## config.mk

```make
export PLATFORM = sky130hd
export DESIGN_NAME = ins_fetch_queue
export DESIGN_NICKNAME = d
export VERILOG_FILES = /design/src/rtl/ins_fetch_queue.sv
export SDC_FILE = /design/constraint.sdc
export NUM_CORES = 1
export LEC_CHECK = 0
export ABC_AREA = 1
export CAP_MARGIN = 20
export CORE_MARGIN = 2
export CORE_UTILIZATION = 51
export DETAILED_ROUTE_END_ITERATION = 6
export HOLD_SLACK_MARGIN = 0.08
export PLACE_DENSITY = 0.79
export REMOVE_ABC_BUFFERS = 1
export SYNTH_ARGS = -nofsm -noshare
export SYNTH_HDL_FRONTEND = slang
export SYNTH_SLANG_ARGS = --single-unit
```

## constraint.sdc

```tcl
create_clock -name clk -period 3 [get_ports clk]
set_input_delay 0.6 -clock clk [delete_from_list [all_inputs] [get_ports clk]]
set_output_delay 0.6 -clock clk [all_outputs]
set_load 0.05 [all_outputs]
```

## src/rtl/ins_fetch_queue.sv

```systemverilog
// Instruction fetch queue: issues sequential ROM reads and buffers {word, pc} pairs
// for the instruction splitter, with redirect flush and one-cycle ROM read latency.
module ins_fetch_queue #(
  parameter int unsigned DEPTH    = 4,
  parameter logic [15:0] RESET_PC = 16'h0000
) (
  input  logic        clk,
  input  logic        rst,
  input  logic        en,
  output logic        rom_req,
  output logic [15:0] rom_addr,
  input  logic [15:0] rom_data,
  input  logic        redirect,
  input  logic [15:0] redirect_pc,
  output logic        ins_valid,
  input  logic        ins_ready,
  output logic [15:0] ins_data,
  output logic [15:0] ins_pc,
  output logic [3:0]  count
);

  localparam int unsigned PtrW = (DEPTH > 1) ? $clog2(DEPTH) : 1;

  logic [15:0]     fetch_pc_q, fetch_pc_d;
  logic            inflight_q, inflight_d;
  logic [15:0]     inflight_pc_q, inflight_pc_d;
  logic [PtrW-1:0] rd_ptr_q, rd_ptr_d;
  logic [PtrW-1:0] wr_ptr_q, wr_ptr_d;
  logic [3:0]      count_q, count_d;
  logic [15:0]     word_mem [DEPTH];
  logic [15:0]     pc_mem   [DEPTH];
  logic            push, pop;

  // A slot is reserved for the in-flight read; a same-cycle pop earns no credit.
  always_comb begin
    rom_req   = en & ~rst & ~redirect &
                (({1'b0, count_q} + {4'b0000, inflight_q}) < 5'(DEPTH));
    rom_addr  = fetch_pc_q;
    ins_valid = (count_q != 4'd0);
    ins_data  = word_mem[rd_ptr_q];
    ins_pc    = pc_mem[rd_ptr_q];
    count     = count_q;
    push      = inflight_q & ~redirect;
    pop       = ins_valid & ins_ready & ~redirect;
  end

  always_comb begin
    fetch_pc_d    = fetch_pc_q;
    inflight_d    = inflight_q;
    inflight_pc_d = inflight_pc_q;
    rd_ptr_d      = rd_ptr_q;
    wr_ptr_d      = wr_ptr_q;
    count_d       = count_q;
    if (redirect) begin
      fetch_pc_d = redirect_pc;
      inflight_d = 1'b0;
      rd_ptr_d   = '0;
      wr_ptr_d   = '0;
      count_d    = 4'd0;
    end else begin
      inflight_d = rom_req;
      if (rom_req) begin
        inflight_pc_d = fetch_pc_q;
        fetch_pc_d    = fetch_pc_q + 16'd1;
      end
      if (push) wr_ptr_d = wr_ptr_q + PtrW'(1);
      if (pop)  rd_ptr_d = rd_ptr_q + PtrW'(1);
      unique case ({push, pop})
        2'b10:   count_d = count_q + 4'd1;
        2'b01:   count_d = count_q - 4'd1;
        default: count_d = count_q;
      endcase
    end
  end

  always_ff @(posedge clk) begin
    if (rst) begin
      fetch_pc_q    <= RESET_PC;
      inflight_q    <= 1'b0;
      inflight_pc_q <= 16'h0000;
      rd_ptr_q      <= '0;
      wr_ptr_q      <= '0;
      count_q       <= 4'd0;
    end else begin
      fetch_pc_q    <= fetch_pc_d;
      inflight_q    <= inflight_d;
      inflight_pc_q <= inflight_pc_d;
      rd_ptr_q      <= rd_ptr_d;
      wr_ptr_q      <= wr_ptr_d;
      count_q       <= count_d;
    end
  end

  // Storage is not reset; count gates visibility of stale entries.
  always_ff @(posedge clk) begin
    if (push && !rst) begin
      word_mem[wr_ptr_q] <= rom_data;
      pc_mem[wr_ptr_q]   <= inflight_pc_q;
    end
  end

endmodule

```

Figure 1. Local utilization.
(3 px per um) The die is cut into 12 by 12 equal tiles; dark blue is low, red is high, 0 to 100% covered.
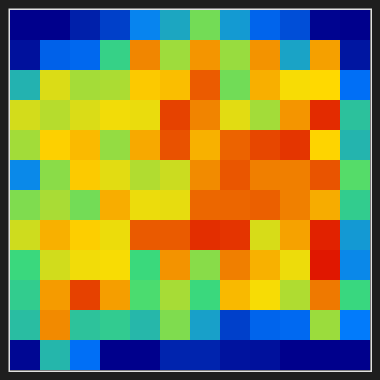
- fullest tile: 97%
- tiles over 75% full: 36%
- nearly empty tiles: 6.9%

Figure 2. I/O nets highlighted.
(2 px per um)
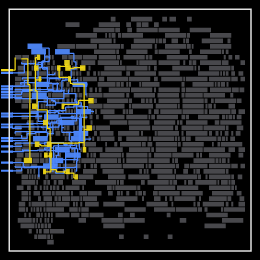
- yellow: rst (bits 1; direction input; end cells 22; buffers 2; wire 273 um)
- blue: rom_addr (bits 16; direction output; end cells 16; buffers 16; wire 987 um)

==> reports/qor.csv <==
stage;metric;value;unit
power;power.switching;1060;uW
yosys;synth_flop_count;171;
drt;vias;4962;
finish;largest_cell_class;flip-flops and latches;
finish;drive_gt1_share;11.2;%
power;pg_clk;2060;uW
yosys;synth-edff-count;128;
yosys;mux_area_share;0;%
final_timing;setup_ws;0.228;ns
final_timing;max_slew.worst_pin.slew;0.510;ns
finish;utilization;64.9;%
yosys;top_cells_by_count;128 x edfxtp_1, 114 x nor2_1, 88 x nand2_1;
run;maxCapViolCount;0;
placed_design;dp_hpwl;9030;um
yosys;synth_top_area_share;55.9;%
yosys;ys_types;28;
power;ir_worst_vdd;0.317;mV
worst_hold_path;holdPathStages;2;
placed_design;pre_cts_ws;0.233;ns
final_timing;slew_headroom;65.9;%
drt;avgRoutedWirePerCell;16.1;um
finish;sh_seq_area;55.0;%
power;seq-power;2610;uW
cts;cts.hold.buffers_added;0;
power;p_comb;284;uW
power;pwr-share-seq;52.6;%
worst_hold_path;min_path_type;register to register;
drt;dr_wl_met2;7270;um
final_timing;finalClockSkew;0.00717;ns
run;tool_warnings;29;
yosys;ys_cells;634;
worst_setup_path;worst-r2r-cell-count;13;
yosys;syn_avg_cell_area;10.9;um2
final_timing;finalMaxSlewViolations;0;
die;initCoreUtil;52.2;%
final_timing;timing.hold.ws;0.477;ns
worst_setup_path;cp_cell_sequence;clkinv_1, buf_4, o21ai_0, o22ai_1, buf_4;
final_timing;period_minus_slack;2.77;ns
power;top_power_group;registers;
grt;grt_pass1_vias;4894;
yosys;top_area_cell;edfxtp_1;
drt;drc_errors;0;
cts;cts_resized;0;
grt;grt_use_met3;4.75;%
worst_setup_path;cp-start-kind;register;
final_timing;rsz0062_at_grt;no;
finish;comb_cells;398;
yosys;synth_chip_area;6880;um2
worst_setup_path;path_delay_family;buffers and inverters;
finish;n_sequential_cell;171;
placed_design;place_congestion;0.787;
placed_design;place_area;8000;um2
yosys;ys_top_cells_by_area;edfxtp_1 56%, dfxtp_1 13%, nor2_1 6.2%;
yosys;synth-simple-area-share;14.1;%
grt;overflow;0;
finish;nNetsFinal;772;
grt;grt_util_met2;35.1;%
placed_design;place_inst;884;
die;tapcell.inserted;176;
yosys;synth_dominant_cell_count;edfxtp_1;
worst_setup_path;critPathKind;register to primary output;
yosys;adder_share;1.45;%
final_timing;finalHoldViolCount;0;
power;intPower;3900;uW
worst_setup_path;cp_max_fo;46;
drt;dr.first_iter.drc_count;517;
yosys;syn_area;6880;um2
power;netSwitchingFraction;21.3;%
finish;clk_share;6.54;%
grt;grt_max_degree;47;
finish;clockBufferCount;20;
cts;cts_buffer_depth;2;
yosys;ys.flop_type;edfxtp_1;
final_timing;finalClockPeriodUsage;92.4;%
cts;cts_tree;done;
finish;bufAreaShareNonClock;11.6;%
finish;inv_count;36;
finish;instances_no_fill;916;
power;clkPwrFrac;41.7;%
cts;cts.sinks;171;
drt;ant_nets;0;
worst_setup_path;cp.arrival;2.17;ns
power;power.density;579;nW/um2
die;core_area;13200;um2
finish;diodes;0;
drt;top_layer;met4;
die;die_w;120;um
drt;wl_met3;968;um
final_timing;tns;0;ns
yosys;synthArstFlopShare;0;%
worst_setup_path;path_buffers;3;
finish;comb_area;1950;um2
worst_setup_path;end_kind;primary output;
yosys;synth.logic.top_family;simple AND/OR/NAND/NOR gates;
finish;syn2layout_area_growth;24.3;%
grt;antenna_found_initial;0;
final_timing;max_freq;361;MHz
power;fin_total_pwr;4950;uW
power;p_leak;0.00308;uW
drt;drt_wl_total;14700;um
finish;lay_top_cells;128 x edfxtp_1, 110 x nor2_1, 88 x nand2_1;
die;pin_count;91;
worst_hold_path;hp-start;rd_ptr_q[1];
grt;grt-busiest-layer;met2;
worst_setup_path;crit_top_cell;buf_4;
die;dieArea;14400;um2
worst_setup_path;path_depth;5;
placed_design;portBuffers;90;
drt;dr.pass1.iters;4;
final_timing;finalSetupViolCount;0;
worst_setup_path;r2r_end;count[2];
yosys;aoi_share;11.8;%
drt;met1Wirelength;6260;um
finish;stdcell_area;8560;um2
worst_setup_path;endpoint;ins_pc[13];
finish;fillers;991;
die;die_y;120;um
die;num_rows;42;
grt;grt_pass1_wl;23400;um
power;combinationalPowerShare;5.7;%
cts;htree_levels;4;
worst_setup_path;rr_startpoint;count[2];
finish;regArea;4710;um2
yosys;synth_cells;634;
cts;cts-buffers-inserted;17;
finish;layout_top_cell;edfxtp_1;
cts;cts-root-buf;clkbuf_16;
finish;top_regs;pc_mem (64), word_mem (64);
cts;clk_latency;0.42;ns
cts;cts.clk_slew.worst_paths;0.06;ns
finish;n_all_buffers;103;
grt;met1_usage;26.7;%
yosys;ys_seq_share;68.4;%
drt;vias_per_cell;5.42;
worst_setup_path;cp_slowest_cell;dfxtp_2;
outcome;status;finished, final reports clean;
Figure 3. Signal wires on met1.
(4 px per um) Supply wires on this layer in gray.
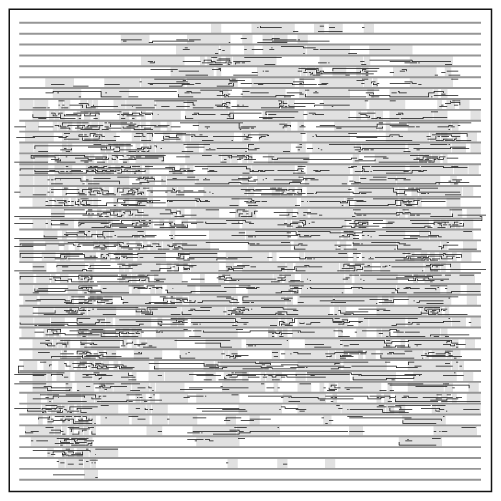
- longest straight run: 39.6 um
- main direction: horizontal
- wire length on this layer: 6,260 um
- share of all routed wire: 43%
- nets with wire on the layer: 682

Power and IR drop assume default switching activity.
